==> src/rtl/cpu_seq_pkg.sv <==
// Shared state encoding and fixed T-state indices for the CPU timing sequencer.
package cpu_seq_pkg;

    typedef enum logic [2:0] {
        BOOT,
        FETCH_LO,
        FETCH_HI,
        DECODE,
        EXEC,
        HALT
    } seq_state_t;

    localparam int unsigned T_FETCH_LO = 0;
    localparam int unsigned T_FETCH_HI = 1;
    localparam int unsigned T_DECODE   = 2;

endpackage

==> src/rtl/seq_wait_timer.sv <==
// Saturating count of consecutive fetch stall cycles; flags the WAIT_MAX-th stall.
module seq_wait_timer #(
    parameter int unsigned WAIT_MAX = 15
) (
    input  logic Clock,
    input  logic Reset,
    input  logic stall,
    output logic timeout
);

    localparam int unsigned CNT_W = (WAIT_MAX > 1) ? $clog2(WAIT_MAX) : 1;

    logic [CNT_W-1:0] count;

    // count holds the stalls already seen, so the limit hits on the WAIT_MAX-th one
    assign timeout = (WAIT_MAX != 0) && stall && (count == CNT_W'(WAIT_MAX - 1));

    always_ff @(posedge Clock or negedge Reset) begin
        if (!Reset) begin
            count <= '0;
        end else if (!stall || timeout) begin
            count <= '0;
        end else if (count != '1) begin
            count <= count + 1'b1;
        end
    end

endmodule

==> src/rtl/cpu_timing_sequencer.sv <==
// T-state / fetch-control sequencer for the multi-cycle CPU control unit.
// Optional memory wait-state handshake and bus timeout: define SEQ_WAIT_EN.
module cpu_timing_sequencer
    import cpu_seq_pkg::*;
#(
    parameter  int unsigned T_WIDTH       = 12,
    parameter  int unsigned DECODE_CYCLES = 1,
    parameter  int unsigned WAIT_MAX      = 15,
    localparam int unsigned STEP_W        = $clog2(T_WIDTH)
) (
    input  logic               Clock,
    input  logic               Reset,
    input  logic               End_Req,
    input  logic               Halt_Req,
    input  logic               Resume,
    input  logic               Mem_Ready,
    output logic [T_WIDTH-1:0] T,
    output logic [STEP_W-1:0]  Step,
    output logic               T_Reset,
    output logic               Exec_En,
    output logic               Mem_CS,
    output logic               IR_Write,
    output logic               IR_LH,
    output logic               PC_Inc,
    output logic               Halted,
    output logic               Step_Fault,
    output logic               Bus_Fault
);

    seq_state_t        state, state_nxt;
    logic [STEP_W-1:0] step, step_nxt;
    logic              fresh, fresh_nxt;
    logic              step_fault, set_step_fault;
    logic              boundary;
    logic              stall, timeout;

`ifdef SEQ_WAIT_EN
    logic in_fetch;
    logic bus_fault;

    assign in_fetch = (state == FETCH_LO) || (state == FETCH_HI);
    assign stall    = in_fetch && !Mem_Ready;

    seq_wait_timer #(.WAIT_MAX(WAIT_MAX)) u_wait_timer (
        .Clock   (Clock),
        .Reset   (Reset),
        .stall   (stall),
        .timeout (timeout)
    );

    always_ff @(posedge Clock or negedge Reset) begin
        if (!Reset) bus_fault <= 1'b0;
        else        bus_fault <= bus_fault | timeout;
    end

    assign Bus_Fault = bus_fault;
`else
    localparam int unsigned unused_wait_max = WAIT_MAX;
    logic unused_mem_ready;

    assign unused_mem_ready = Mem_Ready;
    assign stall            = 1'b0;
    assign timeout          = 1'b0;
    assign Bus_Fault        = 1'b0;
`endif

    always_ff @(posedge Clock or negedge Reset) begin
        if (!Reset) begin
            state      <= BOOT;
            step       <= '0;
            fresh      <= 1'b0;
            step_fault <= 1'b0;
        end else begin
            state      <= state_nxt;
            step       <= step_nxt;
            fresh      <= fresh_nxt;
            step_fault <= step_fault | set_step_fault;
        end
    end

    always_comb begin
        state_nxt      = state;
        step_nxt       = step;
        fresh_nxt      = 1'b0;
        set_step_fault = 1'b0;
        boundary       = 1'b0;
        unique case (state)
            BOOT: begin
                state_nxt = FETCH_LO;
                step_nxt  = STEP_W'(T_FETCH_LO);
            end
            FETCH_LO: begin
                if (timeout) begin
                    step_nxt  = STEP_W'(T_FETCH_LO);
                    fresh_nxt = 1'b1;
                end else if (!stall) begin
                    state_nxt = FETCH_HI;
                    step_nxt  = STEP_W'(T_FETCH_HI);
                end
            end
            FETCH_HI: begin
                if (timeout) begin
                    state_nxt = FETCH_LO;
                    step_nxt  = STEP_W'(T_FETCH_LO);
                    fresh_nxt = 1'b1;
                end else if (!stall) begin
                    state_nxt = (DECODE_CYCLES != 0) ? DECODE : EXEC;
                    step_nxt  = STEP_W'(T_DECODE);
                end
            end
            DECODE: begin
                if (End_Req) begin
                    boundary = 1'b1;
                end else begin
                    state_nxt = EXEC;
                    step_nxt  = step + 1'b1;
                end
            end
            EXEC: begin
                if (End_Req) begin
                    boundary = 1'b1;
                end else if (step == STEP_W'(T_WIDTH - 1)) begin
                    boundary       = 1'b1;
                    set_step_fault = 1'b1;
                end else begin
                    step_nxt = step + 1'b1;
                end
            end
            HALT: begin
                if (Resume) begin
                    state_nxt = FETCH_LO;
                    step_nxt  = STEP_W'(T_FETCH_LO);
                    fresh_nxt = 1'b1;
                end
            end
            default: state_nxt = BOOT;
        endcase

        // Instruction boundary, whether closed by decode or by the forced wrap
        if (boundary) begin
            step_nxt = STEP_W'(T_FETCH_LO);
            if (Halt_Req && !Resume) begin
                state_nxt = HALT;
            end else begin
                state_nxt = FETCH_LO;
                fresh_nxt = 1'b1;
            end
        end
    end

    always_comb begin
        T        = '0;
        Step     = '0;
        T_Reset  = 1'b0;
        Exec_En  = 1'b0;
        Mem_CS   = 1'b1;
        IR_Write = 1'b0;
        IR_LH    = 1'b0;
        PC_Inc   = 1'b0;
        Halted   = 1'b0;
        unique case (state)
            BOOT: T_Reset = 1'b1;
            FETCH_LO, FETCH_HI: begin
                T[step]  = 1'b1;
                Step     = step;
                T_Reset  = fresh;
                Mem_CS   = 1'b0;
                IR_Write = !stall;
                PC_Inc   = !stall;
                IR_LH    = (state == FETCH_HI);
            end
            DECODE: begin
                T[step] = 1'b1;
                Step    = step;
            end
            EXEC: begin
                T[step] = 1'b1;
                Step    = step;
                Exec_En = 1'b1;
            end
            HALT:    Halted = 1'b1;
            default: T_Reset = 1'b1;
        endcase
    end

    assign Step_Fault = step_fault;

endmodule
==> config.mk <==
export PLATFORM = sky130hd
export DESIGN_NAME = cpu_timing_sequencer
export DESIGN_NICKNAME = d
export VERILOG_FILES = /design/src/rtl/cpu_seq_pkg.sv /design/src/rtl/seq_wait_timer.sv /design/src/rtl/cpu_timing_sequencer.sv
export SDC_FILE = /design/constraint.sdc
export NUM_CORES = 1
export LEC_CHECK = 0
export ABC_AREA = 1
export ABC_CLOCK_PERIOD_IN_PS = 2130
export CORE_MARGIN = 8
export CORE_UTILIZATION = 43
export DETAILED_ROUTE_END_ITERATION = 8
export PLACE_DENSITY_LB_ADDON = 0.1
export SETUP_SLACK_MARGIN = 0.4
export SLEW_MARGIN = 0
export SYNTH_ARGS = -nofsm -noshare
export SYNTH_HDL_FRONTEND = slang
export SYNTH_HIERARCHICAL = 1
export SYNTH_SLANG_ARGS = --single-unit
==> constraint.sdc <==
create_clock -name Clock -period 2.13 [get_ports Clock]
set_clock_uncertainty 0.05 [all_clocks]
set_input_delay 0.639 -clock Clock [delete_from_list [all_inputs] [get_ports Clock]]
set_output_delay 0.639 -clock Clock [all_outputs]
set_load 0.05 [all_outputs]
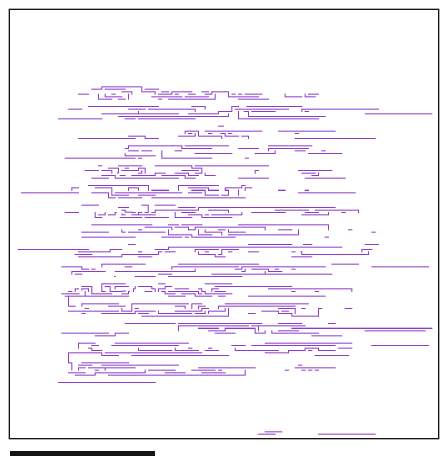
Figure 1: run 1, signal wires on met1.
Scale bar: 20 microns.
- wire length on this layer: 1480 microns
- longest straight run: 23.9 microns
- share of all routed wire: 33%
met1 Use GR: 19.2%
final wirelength: 4.53 mm
via count: 1146

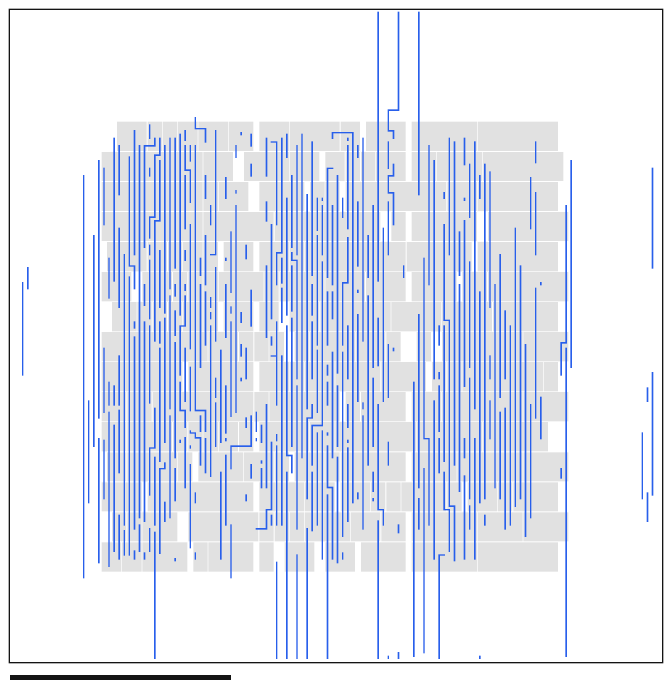
Figure 2: run 1, met2 routing.
Scale bar: 20 microns. Cells faint in the background.
- share of all routed wire: 50%
- main direction: vertical
global routing usage on met2: 33.6%

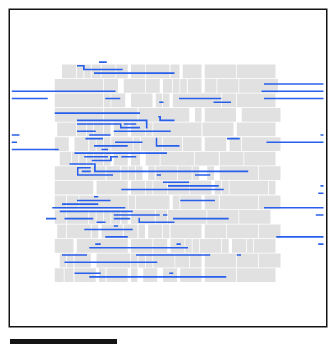
Figure 3: run 1, the metal 3 layer.
Scale bar: 20 microns. Cells faint in the background.
- main direction: horizontal
- wire length on this layer: 516 microns
- longest straight run: 28.5 microns
GR Util met3: 3.90%

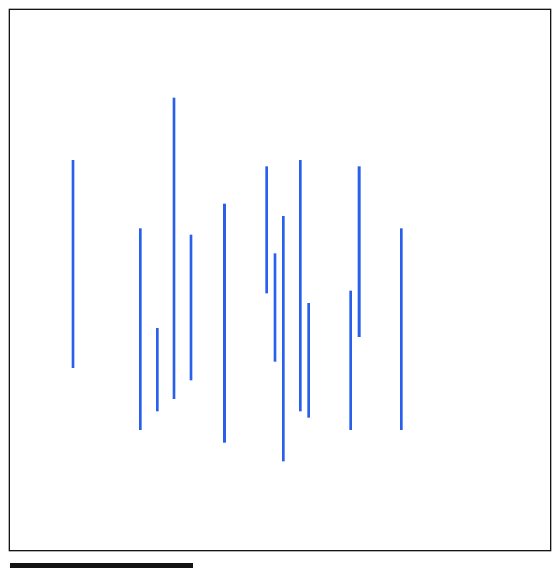
Figure 4: run 1, signal wires on met4.
Scale bar: 20 microns.
- main direction: vertical
- longest straight run: 32.6 microns
- wire length on this layer: 273 microns
- share of all routed wire: 6.0%
- nets with wire on the layer: 14

==> impl_metrics.tcl, run 1 <==
# metrics dict for downstream scripts
set metrics [dict create \
    outcome "complete, but fails checks" \
    failed_checks "setup timing" \
    setup_ws_ns -0.204 \
    hold_class "reg -> reg" \
    fmax_mhz 428 \
    path_delay_family "flip-flops" \
    num-nonclk-buffers 57 \
    most_common_cell "nand2_1" \
    wl_met1_mm 1.48 \
    synth_area_sq_um 797 \
    ys_top_cells_by_count "nand2_1, inv_1, nand3_1" \
    ys.flop_type "dfrtp_1" \
    core_sq_um 1730 \
    setup_violations 19 \
    fin_crit_sh_pct 110 \
    worstSetupStartpointType "register" \
    area_delta_synth_final_pct 107 \
    mi_logic_area_sq_um 649 \
    tap_cells 25 \
    fp.dieArea_sq_um 3490 \
    rrSetupSlack_ns 0.34 \
    synth_warnings 6 \
    critical_path_class "reg -> out" \
    design_area_sq_um 1650 \
    diodes 0 \
]
run 1: state kept, by name, summed over array words and instances, names as in the netlist:
signal      flops
step            4
state           3
Step_Fault      1
fresh           1
run 1: what timing repair did:
| item | 4_1_cts | 5_1_grt |
|---|---|---|
| hold endpoints to repair | 0 | 0 |
| pin swaps | 4 | 3 |
| endpoints found under the setup margin | 23 | 23 |
| resized | 28 | 16 |
| buffers inserted | 14 | 12 |
==> run 1 -> run 2 <==
- PLACE_DENSITY_LB_ADDON: 0.1 -> 0.08
- SKIP_CTS_REPAIR_TIMING: unset -> 1
==> run 2 against run 1 <==
- the flow still finishes with violations (setup timing)
- synthesized cell count did not move
- die size did not move
- wire length fell by 43%
- clock-buffer cell count did not move
- flip-flop count did not move
- register-to-register slack improved by 0.25 ns
- critical path type unchanged
- first-iteration DRC count fell by 83%
- global-route usage fell by 5.8 points
==> impl_metrics.tcl, run 2 <==
# metrics dict for downstream scripts
set metrics [dict create \
    outcome "complete, but fails checks" \
    failed_checks "setup timing" \
    mi_logic_area_sq_um 626 \
    setup_ws_ns -0.176 \
    ys.flop_type "dfrtp_1" \
    antenna_found_initial 0 \
    path_delay_family "flip-flops" \
    top_register "step" \
    dp_cells 163 \
    ys_top_cells_by_count "nand2_1, inv_1, nand3_1" \
    core_sq_um 1730 \
    ys_types 22 \
    fmax_mhz 434 \
    critical_path_class "reg -> out" \
    fin_crit_sh_pct 108 \
    synth_warnings 6 \
    fp.dieArea_sq_um 3490 \
    use_met2_pct 24.1 \
    diodes 0 \
    critical_path.max_stage_delay_ns 0.46 \
    drtIter0Drc 12 \
    hold_class "reg -> reg" \
    wl_met1_microns 926 \
    synth_area_sq_um 797 \
    setup_violations 18 \
    met1_usage_pct 11.6 \
    htreeDepth 1 \
    top_regs "step (4), state (3)" \
    area_delta_synth_final_pct 88.7 \
    top_layer "met4" \
    largest_reg_flops 4 \
]
[run 2: netlist changes by cell type in the layout (fill, tap and decap cells not counted), moves of 2 or more]
cell     previous run  this run
inv_1               6         9
buf_6              20        17
inv_4               2         4
buf_4              23        13
inv_2              11         6
nand2_1            27        29
[run 2: path summary, 6_finish.rpt]
kind / end / from / slack, ns
max: T[6] / state[2] / -0.18
min: Step_Fault / Step_Fault / 0.42
max reg2reg: step[0] / state[1] / 0.59
min reg2reg: Step_Fault / Step_Fault / 0.42
max in group asynchronous: state[1] / Reset / 1.05
min in group asynchronous: step[3] / Reset / 0.63
[run 2: final cells by class]
cell class | count | area share [%]
clock buffer | 4 | 1.75
inverter | 19 | 5.41
multi-input combinational | 79 | 41.6
sequential | 9 | 15.3
tap | 25 | 2.08
timing repair buffer | 43 | 33.9
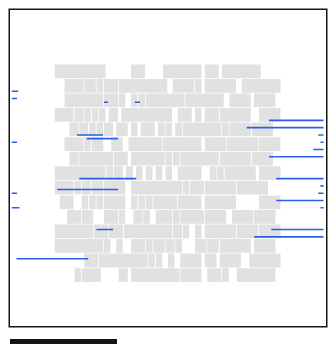
Figure 5: run 2, the metal 3 layer.
Scale bar: 20 microns. Cells faint in the background.
GR Util met3: 2.60%
final wirelength: 2.58 mm
via count: 885

==> run 2 -> run 3 <==
- ABC_CLOCK_PERIOD_IN_PS: 2130 -> 2400
- CORE_MARGIN: 8 -> 3
- clock period: 2.13 -> 2.4 ns (I/O delays scaled with it)
==> run 3 against run 2 <==
- the run still ends with setup timing left
- via count rose by 18%
- non-clock buffer count unchanged
- critical endpoint is now T[2]
- die size decreased by 31%
- final cell count down 0.56%
- sequential share of layout area hardly changed
==> impl_metrics.tcl, run 3 <==
# metrics dict for downstream scripts
set metrics [dict create \
    dp_cells 159 \
    top_regs "step (4), state (3)" \
    worstReg2RegStart "step[0]" \
    holdPathEnd "Step_Fault" \
    htreeDepth 1 \
    synth_area_sq_um 797 \
    critical_path_class "reg -> out" \
    largest_reg_flops 4 \
    drtIter0Drc 62 \
    fp.dieArea_sq_um 2410 \
    failed_checks "setup timing" \
    fin_crit_sh_pct 102 \
    routed_wl_mm 3.45 \
    ys_types 22 \
    setup_ws_ns -0.0434 \
    hold_class "reg -> reg" \
    min-delay-start "Step_Fault" \
    reg2reg_to "step[0]" \
    critPathCapture "T[2]" \
    crit_start "step[0]" \
    ys_top_cells_by_count "nand2_1, inv_1, nand3_1" \
    top_layer "met4" \
    wl_met1_mm 1.17 \
    drv_slew 0 \
    antenna_found_initial 0 \
    synth_warnings 6 \
    setup_violations 8 \
    top_register "step" \
    mi_logic_area_sq_um 623 \
    outcome "complete, but fails checks" \
]
-- run 3: layout make-up --
type | instances | share of cell area, %
clock buffers | 4 | 1.74
inverters | 19 | 5.23
multi-input cells | 79 | 41.3
flip-flops and latches | 9 | 15.3
well taps | 24 | 1.99
repair buffers | 43 | 34.4
-- run 3: kinds of logic (layout without fill, tap and decap cells) --
logic type	count (synthesis)	after routing	synth area share, %
other	1	1	0.471
DFF	9	9	28.3
xor gates and xnor gates	1	1	1.10
buffers and inverters	22	66	13.3
and+or+nand+nor	69	69	47.6
AOI/OAI and AO/OA	4	4	2.98
adders and majority gates	4	4	6.28
-- run 3: critical path: stages, from the launching register on --
cell,delay [ns]
dfrtp_1,0.48
inv_2,0.16
ha_1,0.20
inv_1,0.15
nor3_4,0.23
buf_6,0.18
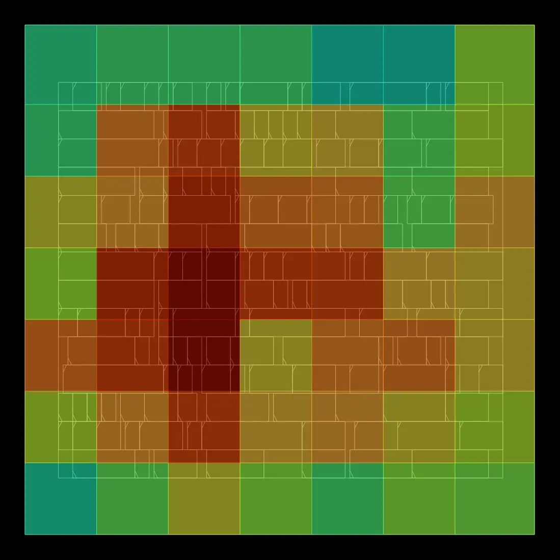
Figure 6: run 3, congestion heat map.
GRT Max-Usage Layer: met2
final design utilization: 92.5%
met1 Use GR: 21.3%
GR Util met3: 5.81%

